===== src/rtl/sd_block_writer.sv =====
// sd_block_writer: streams num_blocks x BLOCK_BYTES from a 1-cycle-latency source BRAM
// into the SD controller write port. Optional stall watchdog: define SD_WRITE_TIMEOUT_EN.
module sd_block_writer #(
  parameter int BLOCK_BYTES    = 512,
  parameter int SRC_AW         = 19,
  parameter bit BYTE_ADDRESSED = 1'b1,
  parameter int TIMEOUT_CYCLES = 25_000_000
) (
  input  logic              clk_25mhz,
  input  logic              reset_n,
  input  logic              start,
  input  logic [31:0]       base_addr,
  input  logic [15:0]       num_blocks,
  output logic [SRC_AW-1:0] src_addr,
  input  logic [7:0]        src_data,
  input  logic              sd_ready,
  input  logic              sd_ready_for_next_byte,
  output logic              sd_wr,
  output logic [7:0]        sd_din,
  output logic [31:0]       sd_addr,
  output logic              busy,
  output logic              done,
  output logic              error,
  output logic [15:0]       blocks_written
);
  localparam int BC_W = (BLOCK_BYTES > 1) ? $clog2(BLOCK_BYTES) : 1;
  localparam logic [BC_W-1:0] LAST_BYTE = BC_W'(BLOCK_BYTES - 1);
  localparam logic [31:0] ADDR_STEP = BYTE_ADDRESSED ? 32'(BLOCK_BYTES) : 32'd1;

  typedef enum logic [2:0] {
    IDLE, PREFETCH_ADDR, PREFETCH_DATA, WAIT_RDY, ISSUE, STREAM, WAIT_DONE, FINISH
  } state_t;

  state_t            state_reg, state_next;
  logic [31:0]       base_reg, base_next;
  logic [15:0]       num_reg, num_next;
  logic [15:0]       blk_reg, blk_next;
  logic [BC_W-1:0]   byte_cnt_reg, byte_cnt_next;
  logic [SRC_AW-1:0] src_addr_reg, src_addr_next;
  logic [7:0]        din_reg, din_next;
  logic [31:0]       sd_addr_reg, sd_addr_next;
  logic              wr_reg, wr_next;
  logic              busy_reg, busy_next;
  logic              done_reg, done_next;
  logic              req_prev_reg;
  logic [1:0]        load_reg, load_next;
  logic              req_edge;

  assign req_edge = sd_ready_for_next_byte & ~req_prev_reg;

`ifdef SD_WRITE_TIMEOUT_EN
  localparam logic [24:0] WD_LIMIT = 25'(TIMEOUT_CYCLES - 1);
  logic [24:0] wd_reg, wd_next;
  logic        err_reg, err_next;

  always_ff @(posedge clk_25mhz or negedge reset_n) begin
    if (!reset_n) begin
      wd_reg  <= '0;
      err_reg <= 1'b0;
    end else begin
      wd_reg  <= wd_next;
      err_reg <= err_next;
    end
  end

  assign error = err_reg;
`else
  assign error = 1'b0;
`endif

  always_comb begin
    state_next    = state_reg;
    base_next     = base_reg;
    num_next      = num_reg;
    blk_next      = blk_reg;
    byte_cnt_next = byte_cnt_reg;
    src_addr_next = src_addr_reg;
    din_next      = din_reg;
    sd_addr_next  = sd_addr_reg;
    wr_next       = wr_reg;
    busy_next     = busy_reg;
    done_next     = 1'b0;
    // load_reg tracks a byte request through address update -> BRAM read -> sd_din
    load_next     = {load_reg[0], 1'b0};
`ifdef SD_WRITE_TIMEOUT_EN
    wd_next       = '0;
    err_next      = err_reg;
`endif
    if (load_reg[1])
      din_next = src_data;

    case (state_reg)
      IDLE: begin
        if (start) begin
          base_next     = base_addr;
          num_next      = num_blocks;
          blk_next      = '0;
          byte_cnt_next = '0;
          src_addr_next = '0;
          busy_next     = 1'b1;
          load_next     = '0;
`ifdef SD_WRITE_TIMEOUT_EN
          err_next      = 1'b0;
`endif
          state_next    = (num_blocks == 16'd0) ? FINISH : PREFETCH_ADDR;
        end
      end
      PREFETCH_ADDR: state_next = PREFETCH_DATA;
      PREFETCH_DATA: begin
        din_next   = src_data;
        state_next = WAIT_RDY;
      end
      WAIT_RDY: begin
        if (sd_ready) begin
          sd_addr_next = base_reg + 32'(blk_reg) * ADDR_STEP;
          wr_next      = 1'b1;
          state_next   = ISSUE;
        end
      end
      ISSUE: begin
        if (!sd_ready) begin
          wr_next    = 1'b0;
          state_next = STREAM;
        end
      end
      STREAM: begin
        if (req_edge) begin
          src_addr_next = src_addr_reg + SRC_AW'(1);
          if (byte_cnt_reg == LAST_BYTE) begin
            // the next block's first byte is fetched by PREFETCH, not here
            byte_cnt_next = '0;
            state_next    = WAIT_DONE;
          end else begin
            byte_cnt_next = byte_cnt_reg + BC_W'(1);
            load_next[0]  = 1'b1;
          end
        end
      end
      WAIT_DONE: begin
        if (sd_ready) begin
          blk_next   = blk_reg + 16'd1;
          state_next = (blk_reg + 16'd1 == num_reg) ? FINISH : PREFETCH_ADDR;
        end
      end
      FINISH: begin
        done_next  = 1'b1;
        busy_next  = 1'b0;
        state_next = IDLE;
      end
      default: state_next = IDLE;
    endcase

`ifdef SD_WRITE_TIMEOUT_EN
    if (state_reg inside {WAIT_RDY, ISSUE, STREAM, WAIT_DONE}) begin
      if (state_next != state_reg || req_edge) begin
        wd_next = '0;
      end else if (wd_reg == WD_LIMIT) begin
        err_next   = 1'b1;
        wr_next    = 1'b0;
        load_next  = '0;
        state_next = FINISH;
      end else begin
        wd_next = wd_reg + 25'd1;
      end
    end
`endif
  end

  always_ff @(posedge clk_25mhz or negedge reset_n) begin
    if (!reset_n) begin
      state_reg    <= IDLE;
      base_reg     <= '0;
      num_reg      <= '0;
      blk_reg      <= '0;
      byte_cnt_reg <= '0;
      src_addr_reg <= '0;
      din_reg      <= '0;
      sd_addr_reg  <= '0;
      wr_reg       <= 1'b0;
      busy_reg     <= 1'b0;
      done_reg     <= 1'b0;
      req_prev_reg <= 1'b0;
      load_reg     <= '0;
    end else begin
      state_reg    <= state_next;
      base_reg     <= base_next;
      num_reg      <= num_next;
      blk_reg      <= blk_next;
      byte_cnt_reg <= byte_cnt_next;
      src_addr_reg <= src_addr_next;
      din_reg      <= din_next;
      sd_addr_reg  <= sd_addr_next;
      wr_reg       <= wr_next;
      busy_reg     <= busy_next;
      done_reg     <= done_next;
      req_prev_reg <= sd_ready_for_next_byte;
      load_reg     <= load_next;
    end
  end

  assign src_addr       = src_addr_reg;
  assign sd_wr          = wr_reg;
  assign sd_din         = din_reg;
  assign sd_addr        = sd_addr_reg;
  assign busy           = busy_reg;
  assign done           = done_reg;
  assign blocks_written = blk_reg;

endmodule


===== config.mk =====
export PLATFORM = sky130hd
export DESIGN_NAME = sd_block_writer
export DESIGN_NICKNAME = d
export VERILOG_FILES = /design/src/rtl/sd_block_writer.sv
export SDC_FILE = /design/constraint.sdc
export NUM_CORES = 1
export LEC_CHECK = 0
export CAP_MARGIN = 20
export CORE_ASPECT_RATIO = 1.1
export CORE_MARGIN = 3
export CORE_UTILIZATION = 30
export CTS_CLUSTER_SIZE = 10
export DETAILED_ROUTE_END_ITERATION = 10
export GPL_TIMING_DRIVEN = 0
export PLACE_DENSITY_LB_ADDON = 0.15
export RECOVER_POWER = 100
export SKIP_LAST_GASP = 1
export SYNTH_ARGS = -nofsm -noshare
export SYNTH_HDL_FRONTEND = slang
export SYNTH_SLANG_ARGS = --single-unit

===== constraint.sdc =====
create_clock -name clk_25mhz -period 3.6 [get_ports clk_25mhz]
set_clock_uncertainty 0.2 [all_clocks]
set_input_delay 0.36 -clock clk_25mhz [delete_from_list [all_inputs] [get_ports clk_25mhz]]
set_output_delay 0.36 -clock clk_25mhz [all_outputs]
set_load 0.01 [all_outputs]

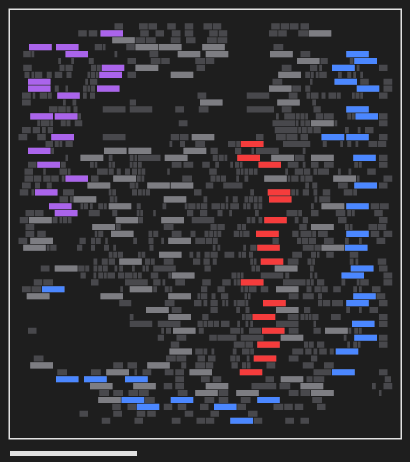
Figure 1: sequential cells grouped by signal name.
The bar under the picture is 50 um long. Other sequential cells in the stronger gray, the rest of the logic in the fainter gray.
| color | name in the netlist | placed flops |
|---|---|---|
| purple | src_addr | 19 |
| red | blocks_written | 16 |
| blue | sd_addr | 32 |
not colored: 74
sequential power: 2.49 mW
register area: 0.00353 mm^2
post-layout util: 41.0%
sequential fraction of total cell area: 37.1%

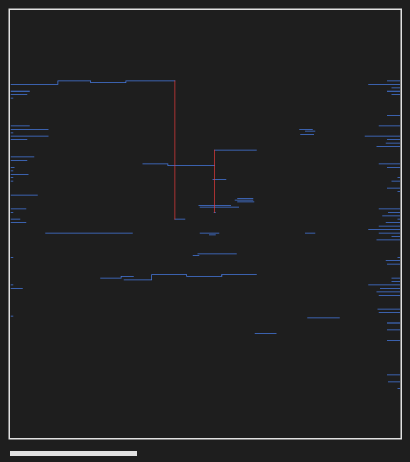
Figure 2: routed metal, one color a layer.
The bar under the picture is 50 um long. Two of the layers only.
| color | layer | wire length |
|---|---|---|
| red | M4 | 78.9 um |
| blue | M3 | 707 um |

==> qor.log <==
INFO  outcome        run_status=finished, violations left
INFO  outcome        failed_checks=max-capacitance violations, max-slew violations
INFO  final_layout   buffer_share_of_cell_area=16.3%
INFO  final_layout   num-nets-final=931
INFO  clock_tree     cts-htree-levels=4
INFO  routing        drt-initial-drc-count=303
INFO  critical_path  crit_path_frequent_cell=o21ai_0
INFO  synth          post-synth-top-area-cell=dfrtp_1
INFO  final_layout   clockBufferCount=20
INFO  clock_tree     cts.repair.resized=0
INFO  grt            via_count_of_the_first_global_routing_pass=5,597
INFO  routing        wl_met1=8480um
INFO  synth          synth_stat.cells=691
INFO  grt            grt-ovfl-total=0
INFO  clock_tree     cts_made_buffers=17
INFO  power_and_ir_drop power.density=690mW/mm^2
INFO  critical_path  worst_setup_path_endpoint=sd_addr[31]
INFO  die            floorplan.die_area=0.0258mm^2
INFO  synth          avgSynthCellArea=10.4um^2
INFO  final_layout   footprint_of_the_multi_input_gates=0.00343mm^2
INFO  placement      io_buffer_count=137
INFO  job            log.warning_count=26
INFO  sta            report.final.slew_viol_count=75
INFO  final_layout   clockNetworkAreaShare=6.02%
INFO  grt            global_route_usage_over_all_layers=14.6%
INFO  die            floorplanUtilization=30.9%
INFO  grt            grt_start_max_net_pins=76
INFO  final_layout   combinational_fraction_of_the_cell_area=36.0%
INFO  routing        top_signal_layer_used=met4
INFO  routing        dr.pass1.iters=4
INFO  die            die_w=154um
INFO  routing        met3RoutedLength=706um
INFO  power_and_ir_drop power.clock.total=1.73mW
INFO  synth          synth_top_flop_cell=dfrtp_1
INFO  clock_tree     cts.path.max_buffers=2
INFO  job            number_of_violations_of_the_max_capacitance_limit=1
INFO  routing        drc_violation_count_after_routing=0
INFO  critical_path  crit_arrival=3.34ns
INFO  synth          synth.top_cells.by_count=dfrtp_1 (141), o21ai_0 (67), mux2_2 (66)
INFO  sta            relSlewSlack=-29.4%
INFO  min_path       worst_hold_path_type=reg2reg
INFO  power_and_ir_drop total_switching_power=2.16mW
INFO  power_and_ir_drop comb-power=2.36mW
INFO  synth          synth_seq_share=49.1%
INFO  die            ios=140
INFO  clock_tree     clk_pin_slew_worst_paths=0.07ns
INFO  power_and_ir_drop ir_drop=0.316mV
INFO  critical_path  critical_path.top_delay_family=AND-OR/OR-AND gates
INFO  min_path       hold_path_startpoint=load_reg[0]
INFO  die            die.size.y=168um
INFO  final_layout   nonClockBufferCount=172
INFO  final_layout   inverters_excl_clock=17
INFO  final_layout   layout.cells.most_common_list=dfrtp_1 (141), dlygate4sd3_1 (80), o21ai_0 (66), nand2_1 (65), mux2_2 (65)
INFO  critical_path  end_kind=register
INFO  placement      dpl.hpwl=13,600um
INFO  critical_path  crit_slowest_cell=dfrtp_1
INFO  final_layout   top_cell_excl_fill_tap=dfrtp_1
INFO  power_and_ir_drop power_frac_seq=37.9%
INFO  synth          yosys-top-cells-area=dfrtp_1 (49%), mux2_2 (10%), o21ai_0 (4.7%)
INFO  power_and_ir_drop power_leader=registers
INFO  grt            most_used_layer_global_route=met2
INFO  critical_path  critical_path.max_stage_delay=0.51ns
INFO  clock_tree     postCtsHoldBufs=1
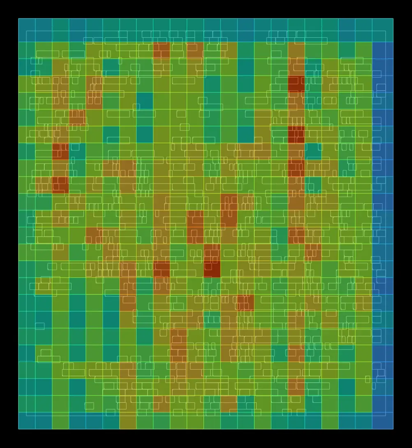
Figure 3: routing congestion map.
met2 GRT Util: 25.0%
met1 capacity usage during global routing: 19.0%

==> stage by stage <==
step                      worst slack [ns]  area, um^2  hold slack (ns)
after global placement               -4.11        8930            0.247
final                                0.319        9520            0.265
after detailed placement             0.136        8960            0.253
after CTS                            0.132        9540            0.187
after floorplan                      0.709        7180           -0.136
after global routing                0.0544        9520            0.294
==> cell families (layout without fill, tap and decap cells) <==
logic type	Yosys count	in the layout	synth area share (%)
AND-OR/OR-AND	153	153	12.7
XOR/XNOR	55	55	6.71
adder cells (fa/ha/maj)	21	21	3.76
buffers and inverters	50	219	2.93
flip-flops	141	141	49.1
multiplexers	66	66	10.3
other	1	1	0.0522
AND/OR/NAND/NOR	204	204	14.4
Power and IR drop assume default switching activity.
